**Placement density heat map**

36 x 18 tiles, from white (low) to dark blue (high), 0 to 100% covered.
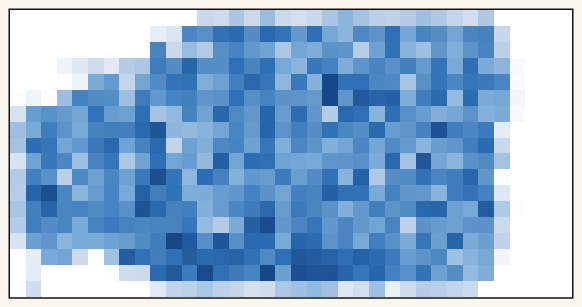
**Close-up of the layout**

Region (257, 127) to (277, 147) um. Cells in grey, sequential cells in the stronger grey; small squares are vias.
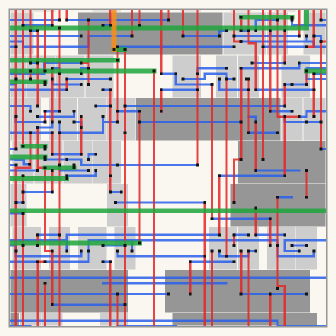
**Pin map**

Bar = 100 um. Pins as bars across the die edge, other pins in grey.
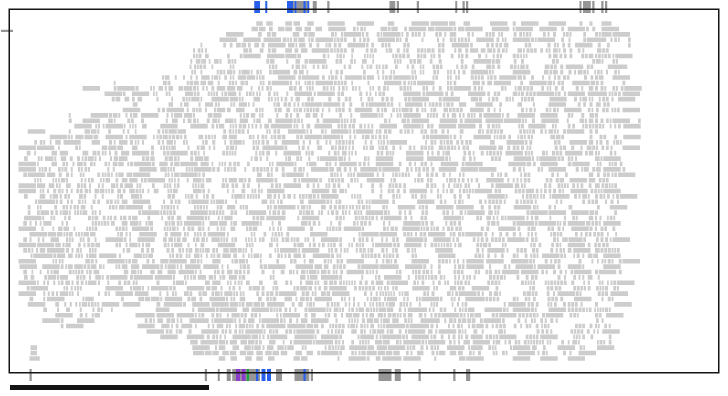
**Cell sizes after repair**

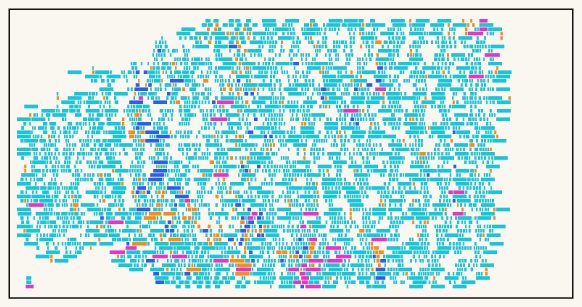
[src/rtl/argon_exec_pipe_if.sv]
`default_nettype none
// argon_exec_pipe_if: issue handshake, writeback view, flags and debug port of argon_exec_pipe.
interface argon_exec_pipe_if #(
  parameter int DATA_W   = 16,
  parameter int NUM_REGS = 16
);
  localparam int SEL_W = $clog2(NUM_REGS);

  logic              i_halt;
  logic              i_valid;
  logic              o_ready;
  logic [3:0]        i_op;
  logic [SEL_W-1:0]  i_sel_a;
  logic [SEL_W-1:0]  i_sel_b;
  logic [SEL_W-1:0]  i_sel_w;
  logic              i_use_imm;
  logic [DATA_W-1:0] i_imm;
  logic              i_wr_en;
  logic              i_flags_en;
  logic              o_wb_valid;
  logic [SEL_W-1:0]  o_wb_sel;
  logic [DATA_W-1:0] o_wb_data;
  logic [3:0]        o_flags;
  logic              o_busy;
  logic [SEL_W-1:0]  i_dbg_sel;
  logic [DATA_W-1:0] o_dbg_data;

  modport master (
    output i_halt, i_valid, i_op, i_sel_a, i_sel_b, i_sel_w, i_use_imm, i_imm,
           i_wr_en, i_flags_en, i_dbg_sel,
    input  o_ready, o_wb_valid, o_wb_sel, o_wb_data, o_flags, o_busy, o_dbg_data
  );

  modport slave (
    input  i_halt, i_valid, i_op, i_sel_a, i_sel_b, i_sel_w, i_use_imm, i_imm,
           i_wr_en, i_flags_en, i_dbg_sel,
    output o_ready, o_wb_valid, o_wb_sel, o_wb_data, o_flags, o_busy, o_dbg_data
  );
endinterface
`default_nettype wire

[src/rtl/argon_exec_pipe.sv]
`default_nettype none
// argon_exec_pipe: EX/WB regfile+ALU pipeline with WB->EX forwarding, registered
// {Z,S,V,C} flags and a bit-serial shift-add multiplier; halt acts as a clock enable.
module argon_exec_pipe #(
  parameter int DATA_W   = 16,
  parameter int NUM_REGS = 16,
  parameter bit R0_ZERO  = 1'b1
) (
  input wire               i_clk,
  input wire               i_reset_n,
  argon_exec_pipe_if.slave bus
);
  localparam int SEL_W = $clog2(NUM_REGS);
  localparam int CNT_W = (DATA_W > 1) ? $clog2(DATA_W) : 1;
  localparam int MSB   = DATA_W - 1;

  localparam logic [3:0] OP_ADD = 4'd0,  OP_ADC = 4'd1,  OP_SUB = 4'd2,  OP_SBB = 4'd3;
  localparam logic [3:0] OP_AND = 4'd4,  OP_OR  = 4'd5,  OP_XOR = 4'd6,  OP_NOT = 4'd7;
  localparam logic [3:0] OP_SHL = 4'd8,  OP_SHR = 4'd9,  OP_SAR = 4'd10, OP_MOV = 4'd11;
  localparam logic [3:0] OP_MUL = 4'd12, OP_CMP = 4'd13;

  typedef enum logic [0:0] {
    ST_IDLE = 1'b0,
    ST_MUL  = 1'b1
  } state_t;

  state_t state, state_next;

  logic [DATA_W-1:0]   regs [NUM_REGS];
  logic [3:0]          flags;
  logic                wb_valid;
  logic                wb_we;
  logic [SEL_W-1:0]    wb_sel;
  logic [DATA_W-1:0]   wb_data;

  logic [2*DATA_W-1:0] mcand;
  logic [2*DATA_W-1:0] acc;
  logic [2*DATA_W-1:0] acc_next;
  logic [DATA_W-1:0]   mplier;
  logic [CNT_W-1:0]    cnt;
  logic [SEL_W-1:0]    mul_sel;
  logic                mul_we;
  logic                mul_flags_en;
  logic                mul_last;
  logic                mul_done;
  logic [3:0]          mul_flags;

  logic                ready;
  logic                busy;
  logic                accept;
  logic                fwd_a, fwd_b;
  logic [DATA_W-1:0]   rf_a, rf_b, op_a, op_b;

  logic [DATA_W:0]     sum;
  logic [DATA_W-1:0]   alu_res;
  logic                alu_c, alu_v;
  logic                alu_writes, alu_flags_ok;
  logic [3:0]          alu_flags;

  function automatic logic is_r0(input logic [SEL_W-1:0] sel);
    return R0_ZERO && (sel == '0);
  endfunction

  // wb_we is already cleared for discarded r0 writes, so r0 is never forwarded
  assign rf_a  = is_r0(bus.i_sel_a) ? '0 : regs[bus.i_sel_a];
  assign rf_b  = is_r0(bus.i_sel_b) ? '0 : regs[bus.i_sel_b];
  assign fwd_a = wb_valid && wb_we && (wb_sel == bus.i_sel_a);
  assign fwd_b = wb_valid && wb_we && (wb_sel == bus.i_sel_b);
  assign op_a  = fwd_a ? wb_data : rf_a;
  assign op_b  = bus.i_use_imm ? bus.i_imm : (fwd_b ? wb_data : rf_b);

  assign accept = bus.i_valid && ready;

  always_comb begin
    sum          = '0;
    alu_res      = '0;
    alu_c        = 1'b0;
    alu_v        = 1'b0;
    alu_writes   = 1'b1;
    alu_flags_ok = 1'b1;
    case (bus.i_op)
      OP_ADD, OP_ADC: begin
        sum     = {1'b0, op_a} + {1'b0, op_b} + {{DATA_W{1'b0}}, (bus.i_op == OP_ADC) & flags[0]};
        alu_res = sum[MSB:0];
        alu_c   = sum[DATA_W];
        alu_v   = (op_a[MSB] == op_b[MSB]) && (alu_res[MSB] != op_a[MSB]);
      end
      OP_SUB, OP_SBB, OP_CMP: begin
        // bit DATA_W of the extended difference is the borrow
        sum        = {1'b0, op_a} - {1'b0, op_b} - {{DATA_W{1'b0}}, (bus.i_op == OP_SBB) & flags[0]};
        alu_res    = sum[MSB:0];
        alu_c      = sum[DATA_W];
        alu_v      = (op_a[MSB] != op_b[MSB]) && (alu_res[MSB] != op_a[MSB]);
        alu_writes = (bus.i_op != OP_CMP);
      end
      OP_AND: alu_res = op_a & op_b;
      OP_OR:  alu_res = op_a | op_b;
      OP_XOR: alu_res = op_a ^ op_b;
      OP_NOT: alu_res = ~op_a;
      OP_SHL: begin
        alu_res = {op_a[MSB-1:0], 1'b0};
        alu_c   = op_a[MSB];
      end
      OP_SHR: begin
        alu_res = {1'b0, op_a[MSB:1]};
        alu_c   = op_a[0];
      end
      OP_SAR: begin
        alu_res = {op_a[MSB], op_a[MSB:1]};
        alu_c   = op_a[0];
      end
      OP_MOV: alu_res = op_b;
      OP_MUL: alu_res = '0;
      default: begin
        alu_writes   = 1'b0;
        alu_flags_ok = 1'b0;
      end
    endcase
  end

  assign alu_flags = {alu_res == '0, alu_res[MSB], alu_v, alu_c};

  assign acc_next  = acc + (mplier[0] ? mcand : '0);
  assign mul_last  = (cnt == CNT_W'(DATA_W - 1));
  assign mul_done  = (state == ST_MUL) && mul_last && !bus.i_halt;
  assign mul_flags = {acc_next[MSB:0] == '0, acc_next[MSB],
                      acc_next[2*DATA_W-1:DATA_W] != '0, acc_next[2*DATA_W-1:DATA_W] != '0};

  always_ff @(posedge i_clk or negedge i_reset_n) begin
    if (!i_reset_n) begin
      state <= ST_IDLE;
    end else begin
      state <= state_next;
    end
  end

  always_comb begin
    state_next = state;
    ready      = 1'b0;
    busy       = 1'b0;
    case (state)
      ST_IDLE: begin
        ready = !bus.i_halt;
        if (bus.i_valid && !bus.i_halt && (bus.i_op == OP_MUL)) state_next = ST_MUL;
      end
      ST_MUL: begin
        busy = 1'b1;
        if (mul_last && !bus.i_halt) state_next = ST_IDLE;
      end
      default: state_next = ST_IDLE;
    endcase
  end

  always_ff @(posedge i_clk or negedge i_reset_n) begin
    if (!i_reset_n) begin
      for (int i = 0; i < NUM_REGS; i++) regs[i] <= '0;
      flags        <= '0;
      wb_valid     <= 1'b0;
      wb_we        <= 1'b0;
      wb_sel       <= '0;
      wb_data      <= '0;
      mcand        <= '0;
      acc          <= '0;
      mplier       <= '0;
      cnt          <= '0;
      mul_sel      <= '0;
      mul_we       <= 1'b0;
      mul_flags_en <= 1'b0;
    end else if (!bus.i_halt) begin
      if (wb_valid && wb_we) regs[wb_sel] <= wb_data;
      wb_valid <= 1'b0;

      if (accept && (bus.i_op != OP_MUL)) begin
        wb_valid <= 1'b1;
        wb_we    <= bus.i_wr_en && alu_writes && !is_r0(bus.i_sel_w);
        wb_sel   <= bus.i_sel_w;
        wb_data  <= alu_res;
        if (bus.i_flags_en && alu_flags_ok) flags <= alu_flags;
      end else if (mul_done) begin
        wb_valid <= 1'b1;
        wb_we    <= mul_we;
        wb_sel   <= mul_sel;
        wb_data  <= acc_next[MSB:0];
        if (mul_flags_en) flags <= mul_flags;
      end

      if (accept && (bus.i_op == OP_MUL)) begin
        mcand        <= {{DATA_W{1'b0}}, op_a};
        mplier       <= op_b;
        acc          <= '0;
        cnt          <= '0;
        mul_sel      <= bus.i_sel_w;
        mul_we       <= bus.i_wr_en && !is_r0(bus.i_sel_w);
        mul_flags_en <= bus.i_flags_en;
      end else if (state == ST_MUL) begin
        acc    <= acc_next;
        mcand  <= mcand << 1;
        mplier <= mplier >> 1;
        cnt    <= cnt + CNT_W'(1);
      end
    end
  end

  assign bus.o_ready    = ready;
  assign bus.o_busy     = busy;
  assign bus.o_wb_valid = wb_valid && !bus.i_halt;
  assign bus.o_wb_sel   = wb_sel;
  assign bus.o_wb_data  = wb_data;
  assign bus.o_flags    = flags;
  assign bus.o_dbg_data = is_r0(bus.i_dbg_sel) ? '0 : regs[bus.i_dbg_sel];

endmodule
`default_nettype wire
[src/flat_wrapper.sv]
// flat-port wrapper written by rule: the top's interface ports become plain ports
module argon_exec_pipe_flat 
#(
  parameter int DATA_W   = 16,
  parameter int NUM_REGS = 16,
  parameter bit R0_ZERO  = 1'b1
)
  (i_clk, i_reset_n, bus_i_halt, bus_i_valid, bus_i_op, bus_i_sel_a, bus_i_sel_b, bus_i_sel_w, bus_i_use_imm, bus_i_imm, bus_i_wr_en, bus_i_flags_en, bus_i_dbg_sel, bus_o_ready, bus_o_wb_valid, bus_o_wb_sel, bus_o_wb_data, bus_o_flags, bus_o_busy, bus_o_dbg_data);
  argon_exec_pipe_if #(.DATA_W(DATA_W), .NUM_REGS(NUM_REGS)) bus_i ();
  input wire i_clk;
  input wire i_reset_n;
  input wire logic [$bits(bus_i.i_halt)-1:0] bus_i_halt;
  input wire logic [$bits(bus_i.i_valid)-1:0] bus_i_valid;
  input wire logic [$bits(bus_i.i_op)-1:0] bus_i_op;
  input wire logic [$bits(bus_i.i_sel_a)-1:0] bus_i_sel_a;
  input wire logic [$bits(bus_i.i_sel_b)-1:0] bus_i_sel_b;
  input wire logic [$bits(bus_i.i_sel_w)-1:0] bus_i_sel_w;
  input wire logic [$bits(bus_i.i_use_imm)-1:0] bus_i_use_imm;
  input wire logic [$bits(bus_i.i_imm)-1:0] bus_i_imm;
  input wire logic [$bits(bus_i.i_wr_en)-1:0] bus_i_wr_en;
  input wire logic [$bits(bus_i.i_flags_en)-1:0] bus_i_flags_en;
  input wire logic [$bits(bus_i.i_dbg_sel)-1:0] bus_i_dbg_sel;
  output wire logic [$bits(bus_i.o_ready)-1:0] bus_o_ready;
  output wire logic [$bits(bus_i.o_wb_valid)-1:0] bus_o_wb_valid;
  output wire logic [$bits(bus_i.o_wb_sel)-1:0] bus_o_wb_sel;
  output wire logic [$bits(bus_i.o_wb_data)-1:0] bus_o_wb_data;
  output wire logic [$bits(bus_i.o_flags)-1:0] bus_o_flags;
  output wire logic [$bits(bus_i.o_busy)-1:0] bus_o_busy;
  output wire logic [$bits(bus_i.o_dbg_data)-1:0] bus_o_dbg_data;
  assign bus_i.i_halt = bus_i_halt;
  assign bus_i.i_valid = bus_i_valid;
  assign bus_i.i_op = bus_i_op;
  assign bus_i.i_sel_a = bus_i_sel_a;
  assign bus_i.i_sel_b = bus_i_sel_b;
  assign bus_i.i_sel_w = bus_i_sel_w;
  assign bus_i.i_use_imm = bus_i_use_imm;
  assign bus_i.i_imm = bus_i_imm;
  assign bus_i.i_wr_en = bus_i_wr_en;
  assign bus_i.i_flags_en = bus_i_flags_en;
  assign bus_i.i_dbg_sel = bus_i_dbg_sel;
  assign bus_o_ready = bus_i.o_ready;
  assign bus_o_wb_valid = bus_i.o_wb_valid;
  assign bus_o_wb_sel = bus_i.o_wb_sel;
  assign bus_o_wb_data = bus_i.o_wb_data;
  assign bus_o_flags = bus_i.o_flags;
  assign bus_o_busy = bus_i.o_busy;
  assign bus_o_dbg_data = bus_i.o_dbg_data;
  argon_exec_pipe #(.DATA_W(DATA_W), .NUM_REGS(NUM_REGS), .R0_ZERO(R0_ZERO)) u_core (.i_clk(i_clk), .i_reset_n(i_reset_n), .bus(bus_i));
endmodule
[config.mk]
export PLATFORM = sky130hd
export DESIGN_NAME = argon_exec_pipe_flat
export DESIGN_NICKNAME = d
export VERILOG_FILES = /design/src/rtl/argon_exec_pipe_if.sv /design/src/rtl/argon_exec_pipe.sv /design/src/flat_wrapper.sv
export SDC_FILE = /design/constraint.sdc
export NUM_CORES = 1
export LEC_CHECK = 0
export ABC_AREA = 1
export CORE_ASPECT_RATIO = 0.5
export CORE_MARGIN = 4
export CORE_UTILIZATION = 45
export CTS_BUF_LIST = sky130_fd_sc_hd__clkbuf_2
export DETAILED_ROUTE_END_ITERATION = 6
export GPL_TIMING_DRIVEN = 0
export PLACE_DENSITY = 0.7
export REMOVE_ABC_BUFFERS = 1
export SETUP_SLACK_MARGIN = 0.4
export SLEW_MARGIN = 40
export SYNTH_ARGS = -nofsm -noshare
export SYNTH_HDL_FRONTEND = slang
export SYNTH_SLANG_ARGS = --single-unit
export TNS_END_PERCENT = 100
[constraint.sdc]
create_clock -name i_clk -period 5 [get_ports i_clk]
set_input_delay 0.5 -clock i_clk [delete_from_list [all_inputs] [get_ports i_clk]]
set_output_delay 0.5 -clock i_clk [all_outputs]
set_load 0.05 [all_outputs]
==> summary.txt <==
impl run done, here's what came out: Hold Slack=144 ps, worst-path fanout max=4, GR Util All Layers=29.3%, Internal=0.00628 W, outcome=complete, no violations, synth unique cells=50, largest net degree at the start of global routing=110, buffering overhead=6.43%, crit path to=u_core.bus.o_flags[3], vias in the first global route=27,100, clock power share=18.8%, Mapped Avg Cell Area=6.66 um^2, Critical Path Slowest Stage Cell=fa_2, met2 WL=42,600 um, Nets=4,247, Multi-In Gates=3,033, Flop area=9340 um^2, Commonest Layout Cell=nand2_1, CTS tree=done, Comb. pwr=0.00519 W, H-tree depth=3, first-pass GRT wire length=151,000 um, die y size=182 um, CTS Sinks=373, top cells by count=1,066 x nand2_1, 679 x o21ai_0, 421 x inv_1, Die W=357 um, and+or+nand+nor area frac=25.0%, GRT met1 Usage=39.0%, Hold Path Depth=5, hold crit path type=in -> reg, Req. time, crit path=6070 ps, kind of critical path=reg -> reg, Largest register FFs=256, sequential cell area share=30.7%, Inverters=435, WL per Instance=19.6 um, Max-area cell share=34.2%, post-synthesis adder-cell area fraction=4.76%, top routing layer in use=met5, Setup Buffers After CTS=15, multi-input combinational area share=51.3%, worst vdd ir=0.000231 V, async set or reset register ratio after synthesis=100%, final-layout clock buffer total=136, Final Wtd Congestion=0.959, CTS resizes=11, CP most frequent cell=nand2_1, Switching Fraction=47.0%, Top FF cell, synth=dfrtp_1, sequential area share after synthesis=34.2%, Complex Gates by Area=24.5%, period utilization=88.1%, FF+latch count=373, worst-case reg-to-reg path depth=27, GRT met2 Usage=45.4%, Post-synth regs=373, top cells by area=dfrtp_1 34%, nand2_1 15%, o21ai_0 12%, inv_1 5.8%, a21oi_1 5.8%, Hold Fails Final Rpt=0, clock slew at reported path FFs=130 ps, Avg Vias per Cell=5.87, CP arrival=5480 ps, f_max=227 MHz, Clk. pwr=0.00222 W, Seq. pwr=0.00443 W, Crit path max-delay family=simple AND/OR/NAND/NOR gates, cells after synthesis=4,106, initial antenna violation count=3, Non-Filler Instances=4,983, GRT Max-Usage Layer=met2, Netlist Area Pre-Place=27,300 um^2, share of cells above drive strength 1=9.43%, CP endpoint kind=flip-flop, Clock Path Buffers=3, Yosys Instances=4,106, hold wc startpoint=bus_i_valid, Pleak=14.3 nW, CP Launch Type=flip-flop, setup violators final=0, PortBufs=85, reg2reg start=u_core.regs[64], Hold Buf Count CTS=9, YS warnings=0
## Picture notes: 'placement density heat map'
fullest tile = 91%
mean over tiles = 45%
tiles over 75% full = 11%
emptiest ninth of the die = top left

## Picture notes: 'close-up of the layout'
blue -> met1
green -> met3
red -> met2
orange -> met4
sequential cells in the window = 6
netlist names of flops here include = u_core.regs (6)
cells with their middle in the window = 36
most frequent = o21ai_0 (10), nand2_1 (8), dfrtp_1 (6)

## Picture notes: 'pin map'
green -> bus_i_wr_en  # pins 1, direction input, edge bottom
blue -> bus_i_imm  # pins 16, direction input, edge 10 top, 6 bottom
purple -> bus_i_op  # pins 4, direction input, edge bottom
all pins by edge = 50 bottom, 35 top, 1 left

## Picture notes: 'cell sizes after repair'
cyan -> drive 1 or less  # cells 3,775, share 91%, most used nand2_1
magenta -> drive 6 and up  # cells 42, share 1.0%, most used buf_16
blue -> drive 3 to 4  # cells 88, share 2.1%, most used buf_4
orange -> drive 2  # cells 263, share 6.3%, most used clkbuf_2
final instance area: 30,500 um^2
synthesis-to-finish area growth: 11.5%
layout buffer count excluding clock buffers: 167

No activity file was given, so power comes from the tool's default toggle rates.
